**src/rtl/raw_tx_scheduler.sv**
```systemverilog
// raw_tx_scheduler: round-robin share of the raw TX byte channel between
// NUM_CLIENT word sources. A granted client's words are serialized MSB first.
//
// state | meaning
// IDLE  | no packet; arbitrate among cl_req
// REQ   | tx_req high, waiting for a fresh tx_ack rising edge
// SEND  | streaming bytes, one per tx_gate
// ZLEN  | zero-length packet granted; cl_done pulses next, no tx_req
// GAP   | packet finished; wait for tx_ack low before rearbitrating
module raw_tx_scheduler #(
  parameter int NUM_CLIENT  = 4,
  parameter int NUM_BYTE    = 8,
  parameter int TXLEN_WIDTH = 11
) (
  input  logic                              clk,
  input  logic                              rst,
  input  logic [NUM_CLIENT-1:0]             cl_req,
  input  logic [NUM_CLIENT*TXLEN_WIDTH-1:0] cl_len,
  input  logic [NUM_CLIENT*NUM_BYTE*8-1:0]  cl_data,
  output logic [NUM_CLIENT-1:0]             cl_grant,
  output logic [NUM_CLIENT-1:0]             cl_data_gate,
  output logic [NUM_CLIENT-1:0]             cl_done,
  output logic                              busy,
  output logic                              tx_req,
  output logic [TXLEN_WIDTH-1:0]            tx_len,
  input  logic                              tx_ack,
  input  logic                              tx_gate,
  output logic [7:0]                        tx_byte
);

  localparam int DWIDTH = NUM_BYTE * 8;
  localparam int IDXW   = (NUM_CLIENT > 1) ? $clog2(NUM_CLIENT) : 1;
  localparam int OCTW   = (NUM_BYTE > 1) ? $clog2(NUM_BYTE) : 1;
  localparam logic [IDXW-1:0] LAST_RST = IDXW'(NUM_CLIENT - 1);
  localparam logic [OCTW-1:0] OCT_MAX  = OCTW'(NUM_BYTE - 1);

  typedef enum logic [2:0] {
    ST_IDLE = 3'd0,
    ST_REQ  = 3'd1,
    ST_SEND = 3'd2,
    ST_ZLEN = 3'd3,
    ST_GAP  = 3'd4
  } state_t;

  state_t                  state_q, state_d;
  logic [IDXW-1:0]         idx_q, idx_d;
  logic [IDXW-1:0]         last_q, last_d;
  logic [TXLEN_WIDTH-1:0]  len_q, len_d;
  logic [TXLEN_WIDTH-1:0]  left_q, left_d;
  logic [OCTW-1:0]         octet_q, octet_d;
  logic [DWIDTH-1:0]       shreg_q, shreg_d;
  logic [NUM_CLIENT-1:0]   grant_q, grant_d;
  logic [NUM_CLIENT-1:0]   done_q, done_d;
  logic                    tx_req_q, tx_req_d;
  logic [TXLEN_WIDTH-1:0]  tx_len_q, tx_len_d;
  logic                    ack_q;
  logic [NUM_CLIENT-1:0]   data_gate;

  logic [TXLEN_WIDTH-1:0]  len_arr  [NUM_CLIENT];
  logic [DWIDTH-1:0]       data_arr [NUM_CLIENT];
  logic [IDXW-1:0]         win_idx;
  logic [IDXW-1:0]         rr_cand;
  logic                    win_ok;

  for (genvar g = 0; g < NUM_CLIENT; g++) begin : g_unpack
    assign len_arr[g]  = cl_len[g*TXLEN_WIDTH +: TXLEN_WIDTH];
    assign data_arr[g] = cl_data[g*DWIDTH +: DWIDTH];
  end

  // Round robin: scan downward so the nearest requester after last_q wins.
  always_comb begin
    win_idx = last_q;
    win_ok  = 1'b0;
    rr_cand = last_q;
    for (int k = NUM_CLIENT; k >= 1; k--) begin
      rr_cand = IDXW'((int'(last_q) + k) % NUM_CLIENT);
      if (cl_req[rr_cand]) begin
        win_idx = rr_cand;
        win_ok  = 1'b1;
      end
    end
  end

  // Next-state and datapath updates; cl_data_gate is asserted in the same
  // cycle the word is captured so the client can advance on that edge.
  always_comb begin
    state_d   = state_q;
    idx_d     = idx_q;
    last_d    = last_q;
    len_d     = len_q;
    left_d    = left_q;
    octet_d   = octet_q;
    shreg_d   = shreg_q;
    grant_d   = grant_q;
    done_d    = '0;
    tx_req_d  = tx_req_q;
    tx_len_d  = tx_len_q;
    data_gate = '0;
    case (state_q)
      ST_IDLE: begin
        if (win_ok) begin
          idx_d            = win_idx;
          last_d           = win_idx;
          len_d            = len_arr[win_idx];
          grant_d          = '0;
          grant_d[win_idx] = 1'b1;
          if (len_arr[win_idx] != '0) begin
            tx_req_d = 1'b1;
            tx_len_d = len_arr[win_idx];
            state_d  = ST_REQ;
          end else begin
            state_d  = ST_ZLEN;
          end
        end
      end
      ST_REQ: begin
        if (tx_ack && !ack_q) begin
          shreg_d          = data_arr[idx_q];
          data_gate[idx_q] = 1'b1;
          left_d           = len_q;
          octet_d          = '0;
          state_d          = ST_SEND;
        end
      end
      ST_SEND: begin
        if (tx_gate) begin
          left_d = left_q - TXLEN_WIDTH'(1);
          if (left_q == TXLEN_WIDTH'(1)) begin
            tx_req_d      = 1'b0;
            tx_len_d      = '0;
            done_d[idx_q] = 1'b1;
            grant_d       = '0;
            shreg_d       = '0;
            state_d       = ST_GAP;
          end else if (octet_q == OCT_MAX) begin
            shreg_d          = data_arr[idx_q];
            data_gate[idx_q] = 1'b1;
            octet_d          = '0;
          end else begin
            shreg_d = shreg_q << 8;
            octet_d = octet_q + OCTW'(1);
          end
        end
      end
      ST_ZLEN: begin
        done_d[idx_q] = 1'b1;
        grant_d       = '0;
        state_d       = ST_GAP;
      end
      ST_GAP: begin
        if (!tx_ack) begin
          state_d = ST_IDLE;
        end
      end
      default: state_d = ST_IDLE;
    endcase
  end

  // State and datapath registers; tx_ack is delayed every cycle for edge detect.
  always_ff @(posedge clk or posedge rst) begin
    if (rst) begin
      state_q  <= ST_IDLE;
      idx_q    <= '0;
      last_q   <= LAST_RST;
      len_q    <= '0;
      left_q   <= '0;
      octet_q  <= '0;
      shreg_q  <= '0;
      grant_q  <= '0;
      done_q   <= '0;
      tx_req_q <= 1'b0;
      tx_len_q <= '0;
      ack_q    <= 1'b0;
    end else begin
      state_q  <= state_d;
      idx_q    <= idx_d;
      last_q   <= last_d;
      len_q    <= len_d;
      left_q   <= left_d;
      octet_q  <= octet_d;
      shreg_q  <= shreg_d;
      grant_q  <= grant_d;
      done_q   <= done_d;
      tx_req_q <= tx_req_d;
      tx_len_q <= tx_len_d;
      ack_q    <= tx_ack;
    end
  end

  assign cl_grant     = grant_q;
  assign cl_data_gate = data_gate;
  assign cl_done      = done_q;
  assign busy         = (state_q != ST_IDLE);
  assign tx_req       = tx_req_q;
  assign tx_len       = tx_len_q;
  assign tx_byte      = shreg_q[DWIDTH-1 -: 8];

endmodule
```
**config.mk**
```make
export PLATFORM = sky130hd
export DESIGN_NAME = raw_tx_scheduler
export DESIGN_NICKNAME = d
export VERILOG_FILES = /design/src/rtl/raw_tx_scheduler.sv
export SDC_FILE = /design/constraint.sdc
export NUM_CORES = 1
export LEC_CHECK = 0
export ABC_AREA = 1
export CAP_MARGIN = 20
export CORE_MARGIN = 3
export CORE_UTILIZATION = 30
export DETAILED_ROUTE_END_ITERATION = 6
export GPL_TIMING_DRIVEN = 1
export SLEW_MARGIN = 20
export SYNTH_ARGS = -nofsm -noshare
export SYNTH_HDL_FRONTEND = slang
export SYNTH_SLANG_ARGS = --single-unit
```
**constraint.sdc**
```tcl
create_clock -name clk -period 4.1 [get_ports clk]
set_input_delay 0.82 -clock clk [delete_from_list [all_inputs] [get_ports clk]]
set_output_delay 0.82 -clock clk [all_outputs]
set_load 0.01 [all_outputs]
```
==> run_1/met1.png <==
Drawn at 2 px/um.
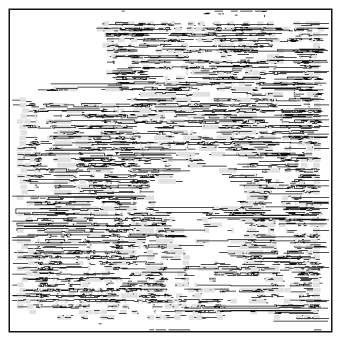
main direction: horizontal
wire length on this layer: 12200 um
share of all routed wire: 43%
longest straight run: 51.1 um
nets with wire on the layer: 1421

==> run_1/met2.png <==
Drawn at 3 px/um.
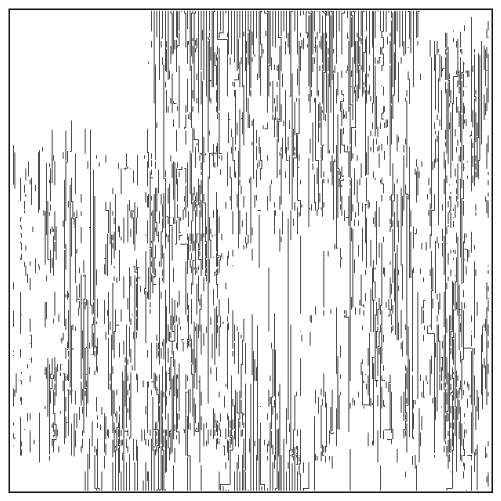
share of all routed wire: 49%
longest straight run: 75.5 um
main direction: vertical

==> ci_impl_report.md, run 1 <==
## Synthesis and layout report

| Metric | Value |
|---|---|
| Status | complete, no violations |
| Post-synth seq share | 0.4092 |
| Yosys top cell area share | 0.4019 |
| Met1 GRT Util | 0.2764 |
| Area growth from synthesis to layout | 57.89% |
| Sink Count | 117 |
| Utilization after layout | 0.4904 |
| Pwr Density | just over 700 mW/mm2 |
| Clock share of power | 0.171 |
| Hold Crit Start | shreg_q[33] |
| WL met2 | approximately 14 mm |
| Grt met3 use | 0.05468 |
| WHS | roughly 0.48 ns |
| Most frequent cells in the layout | 340 x clkdlybuf4s50_1, 316 x nand2_1, 149 x o21ai_0, 115 x dfrtp_1, 72 x a22oi_1 |
| Synth Register Bits | 117 |
| Setup-failing EPs final | 0 |
| Largest reg by FF count | shreg_q |
| Combinational Power Share | 0.580 |
| Clock Pin Slew Worst Setup and Hold Paths | 0.05 ns |
| H-tree depth | 4 |
| Worst vdd ir | 0.0004072 V |
| Largest register FFs | 64 |
| Post-route cell area | 0.01131 mm2 |
| Top FF cell, synth | dfrtp_1 |
| Hold Path End | shreg_q[33] |
| Layout cells sized above 1 | 0.04969 |
| CTS buffer count | 17 |
| Syn Nets | 1310 |
| Gate Count Post-Synth | around 1000 |
| Synth area leaders | dfrtp_1 40%, nand2_1 17%, o21ai_0 10% |
| Setup Skew | 0.005529 ns |
| Crit path max-delay cell type | clkdlybuf4s50_1 |
| Slack of the critical path | 0.7361 ns |
| CP Buf/Inv Count | 4 |
| Synthesized area | 0.007161 mm2 |
| Hold path cells | 2 |
| Worst-path fanout max | 4 |
| Comb pwr | 4.71 mW |
| Final WL | 28.24 mm |
| DRT antenna net count | 0 |
| Worst Setup SP | tx_ack |
| Num rows | 55 |
| Uppermost routed layer | met4 |
| # Cells Yosys | 998 |
| Simple-Gate Area Share | 0.2817 |
| Dominant kind of cell | multi-input combinational cells |
| Multi-input gate share of the layout cell area | 0.3240 |
| OpenROAD warning count | 27 |
| CTS tree | yes |
| DP Area | 0.01075 mm2 |
| Yosys top cell by area | dfrtp_1 |
| Syn_area_per_cell | 7.175 um2 |
| Flops | 117 |
| I/O Buffers | approximately 340 |
| Leak Pwr | 4.899 nW |
| Critical setup path kind | in2out |
| CTS max path bufs | 2 |
| Largest net degree at the start of global routing | approximately 82 |
| Yosys adder share | 0.006989 |
| Top power group | combinational logic |
| Clock period minus worst slack | 3.364 ns |
| Post-DP HPWL | 20.93 mm |
| Logic area | 0.003664 mm2 |
| Commonest cells in the netlist | 316 x nand2_1, 149 x o21ai_0, 115 x dfrtp_1 |
| Initial antenna violation count | 0 |
| Reg-to-reg endpoint | tx_len[9] |
| RR Startpoint | last_q[0] |
| Required time of the critical path | approximately 3.3 ns |
| CP Capture Type | output port |
| RD Place Congestion | 0.8798 |
| Overall Power | 8.113 mW |
| Worst EP arrival | around 2.5 ns |
| CP peak stage delay | approximately 0.60 ns |
| Switching share of power | 0.4713 |
| GRT busiest layer | met2 |
| Crit path max-delay family | buffers and inverters |
| Post_cts resized | 0 |
| DRC | 0 |
| M1 WL | between 10 and 15 mm |
| Drt initial violations | about 560 |
| First-pass GRT wire length | between 40 and 50 mm |
| Finished Layout Cells | approximately 1600 |
| Mux frac, synth | 0 |
| Max Cap Violations | 0 |
| Buffer share of cell area | 0.3132 |
| Startpoint types | primary input |
| Place WS | 0.6474 ns |
| Die Span X | ~160 um |
| Flop2flop setup slack | around 1.2 ns |
| Vias/cell | between 4 and 5 |
| Critical path endpoint | cl_data_gate[2] |
| Worst path cell trace | clkdlybuf4s50_1, inv_1, nor2_1, nand2_1, nand2_1, inv_1, nor2_1, clkdlybuf4s50_1 |
| Vias in the first global route | between 7000 and 8000 |
| Count of plain and timing-repair buffers | 355 |
| Inserted Diodes | 0 |
| Sequential Power Share | 0.249 |
| Compound-Gate Fraction of Synth Area | 0.2198 |
| Routed wire length per instance | 17.42 um |
| Multi-input gates | 745 |
| GR Layer Usage met2 | 0.3618 |
| Fill count | 2323 |
| Max Clk Rate | 297.3 MHz |
| Most numerous logic cell after layout | clkdlybuf4s50_1 |
| Slew HR | 0.3352 |
| RSZ-0062 raised after global routing | no |
| TAP cells | 313 |
| Xor/xnor share | 0 |
| Chip Area, Yosys | 0.007161 mm2 |
| Clk latency late pin | 0.41 ns |
| Wire length on met3 | 1.759 mm |
| # nets final | 1607 |
| Main logic family | simple AND/OR/NAND/NOR gates |
| Initial DRT Pass Iterations | 5 |
| Tightest Pin Transition | about 1.0 ns |
| ClkCell Share | 0.04903 |
| Final hold viol count | 0 |
| Synth top cell by count | nand2_1 |
| Seq. pwr | 2.02 mW |
| Clock distribution power | 1.39 mW |
| Async S/R FF share, synth | 1.000 |
| Fraction of area in registers | 0.2592 |
| Final cycle utilization of the critical path | 0.8205 |
| TNS Setup | 0 ns |
| Core area | about 0.023 mm2 |
| Syn. warnings | 0 |
| Via Count | ~8000 |
| P_sw | 3.823 mW |
| Die area | 0.02576 mm2 |
| Inverter count | 59 |
==> run_1/met3.png <==
Drawn at 1.5 px/um.
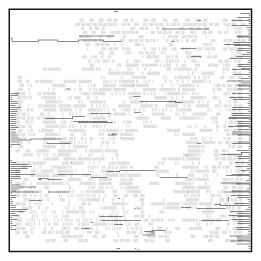
share of all routed wire: 6.2%
main direction: horizontal

==> run_1/met4.png <==
Drawn at 1.5 px/um.
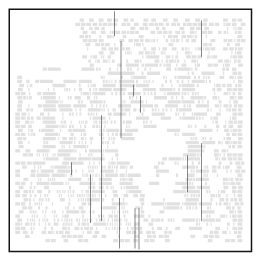
longest straight run: 70.0 um
wire length on this layer: 396 um
nets with wire on the layer: 9
main direction: vertical

==> run_1/final_congestion.png <==
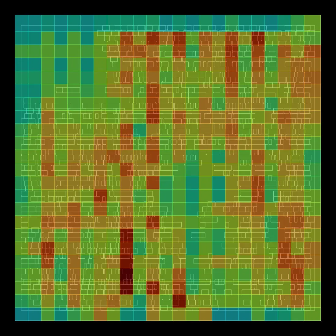

==> run 2, diff against run 1 <==
==> constraint.sdc (replaced) <==
create_clock -name clk -period 3.2 [get_ports clk]
set_input_delay 0.64 -clock clk [delete_from_list [all_inputs] [get_ports clk]]
set_output_delay 0.64 -clock clk [all_outputs]
set_load 0.01 [all_outputs]
==> run_2/final_congestion.png <==
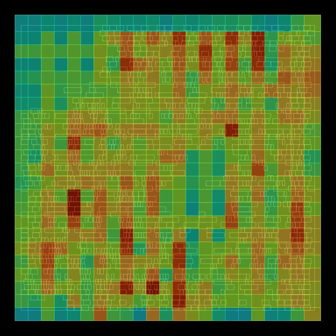
routed wire length per instance: 17.16 um
GRT busiest layer: met2
grt met3 use: 0.04798

==> run_2/met1.png <==
Drawn at 2 px/um.
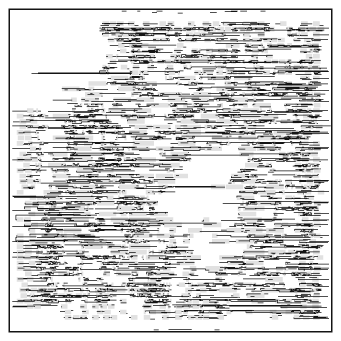
wire length on this layer: 12300 um
share of all routed wire: 44%

==> ci_impl_report.md, run 2 <==
## Synthesis and layout report

| Metric | Value |
|---|---|
| CTS buffer count | 17 (unchanged) |
| Yosys top cell by area | dfrtp_1 |
| Syn. warnings | 0 (unchanged) |
| Count of plain and timing-repair buffers | 357 (+0.56%) |
| Leak Pwr | 4.981 nW (+1.7%) |
| Commonest cells in the netlist | 316 x nand2_1, 149 x o21ai_0, 115 x dfrtp_1 |
| Setup-failing EPs final | 0 (unchanged) |
| Largest register FFs | 64 (unchanged) |
| ClkCell Share | 0.06085 (+0.01183) |
| Fraction of area in registers | 0.2540 (-0.005146) |
| # Cells Yosys | 998 (unchanged) |
| Post-route cell area | 0.01153 mm2 (+2.0%) |
| Worst-path fanout max | 4 (unchanged) |
| Overall Power | 11.02 mW (+36%) |
| CTS tree | yes |
| Hold path cells | 2 (unchanged) |
| Post_cts resized | 0 (unchanged) |
| I/O Buffers | 340 (unchanged) |
| H-tree depth | 4 (unchanged) |
| Clock Pin Slew Worst Setup and Hold Paths | 0.06 ns (about the same) |
| Clock share of power | 0.205 (+0.034) |
| Die area | 0.02576 mm2 (unchanged) |
| RR Startpoint | last_q[0] |
| Crit path max-delay cell type | clkdlybuf4s50_1 |
| Initial DRT Pass Iterations | 6 (+1) |
| Chip Area, Yosys | 0.007161 mm2 (unchanged) |
| Most numerous logic cell after layout | clkdlybuf4s50_1 |
| GR Layer Usage met2 | 0.3466 (-0.01522) |
| Yosys top cell area share | 0.4019 (unchanged) |
| Max Cap Violations | 0 (unchanged) |
| Clock period minus worst slack | just over 3 ns |
| Utilization after layout | 0.5004 (+0.009932) |
| Buffer share of cell area | 0.3137 (+0.0005071) |
| OpenROAD warning count | 27 (unchanged) |
| Synth Register Bits | 117 (unchanged) |
| Hold Crit Start | len_q[0] |
| Area growth from synthesis to layout | 61.09% |
| Combinational Power Share | 0.560 (-0.020) |
| # nets final | 1609 (+0.12%) |
| Met1 GRT Util | 0.2743 (-0.002166) |
| Required time of the critical path | 2.56 ns (-0.72 ns) |
| Async S/R FF share, synth | 1.000 (unchanged) |
| Gate Count Post-Synth | 998 (unchanged) |
| CTS max path bufs | 2 (unchanged) |
| Multi-input gates | 745 (unchanged) |
| Vias/cell | 4.933 (-1.0%) |
| Startpoint types | flop |
| Pwr Density | 955.7 mW/mm2 (+33%) |
| Crit path max-delay family | simple AND/OR/NAND/NOR gates |
| Switching share of power | 0.4498 (-0.02146) |
| Logic area | 0.003666 mm2 (about the same) |
| Top power group | combinational logic |
| Reg-to-reg endpoint | tx_len[4] |
| Syn_area_per_cell | 7.175 um2 (unchanged) |
| Initial antenna violation count | 0 (unchanged) |
| Slack of the critical path | 0.1722 ns (-0.5640 ns) |
| Via Count | 8006 (-0.89%) |
| Largest reg by FF count | shreg_q |
| M1 WL | 12.28 mm (+0.61%) |
| Final WL | 27.85 mm (-1.4%) |
| Seq. pwr | 2.59 mW (+28%) |
| P_sw | 4.959 mW (+30%) |
| CP Buf/Inv Count | 3 (-1) |
| Critical path endpoint | cl_data_gate[2] |
| Place WS | 0.1591 ns (-0.4883 ns) |
| Setup Skew | 0.007370 ns (+0.001841 ns) |
| Inserted Diodes | 0 (unchanged) |
| Largest net degree at the start of global routing | 82 (unchanged) |
| Synth area leaders | dfrtp_1 40%, nand2_1 17%, o21ai_0 10% |
| Worst Setup SP | left_q[4] |
| Drt initial violations | 556 (unchanged) |
| Max Clk Rate | 330.3 MHz |
| RD Place Congestion | 0.8548 (-2.8%) |
| Die Span X | 160.5 um (unchanged) |
| TNS Setup | 0 ns (unchanged) |
| Sink Count | 117 (unchanged) |
| Yosys adder share | 0.006989 (unchanged) |
| Flop2flop setup slack | 0.50 ns (-0.66 ns) |
| Tightest Pin Transition | 0.8539 ns (-0.1433 ns) |
| WL met2 | 13.42 mm (-3.3%) |
| Syn Nets | 1310 (unchanged) |
| Post-DP HPWL | 20.55 mm (-1.8%) |
| Finished Layout Cells | 1623 (+0.12%) |
| Main logic family | simple AND/OR/NAND/NOR gates |
| Slew HR | 0.4307 (+0.09555) |
| Status | complete, no violations |
| Inverter count | 59 (unchanged) |
| Vias in the first global route | 7971 (+1.0%) |
| DRC | 0 (unchanged) |
| Multi-input gate share of the layout cell area | 0.3178 (-0.006216) |
| CP peak stage delay | 0.51 ns (-0.09 ns) |
==> run_2/met2.png <==
Drawn at 3 px/um.
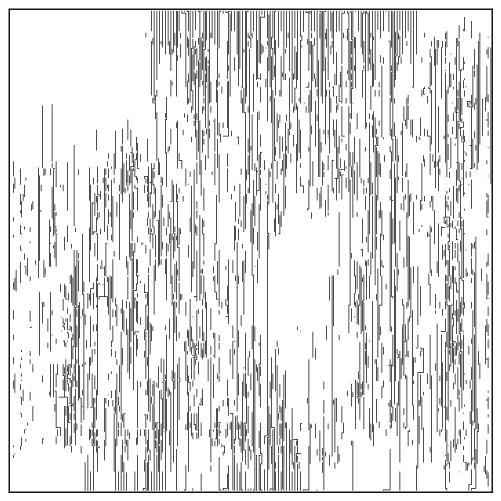
main direction: vertical
nets with wire on the layer: 1240
share of all routed wire: 48%
longest straight run: 67.0 um

Power figures rest on the tool's default switching activity, not on a simulated workload.
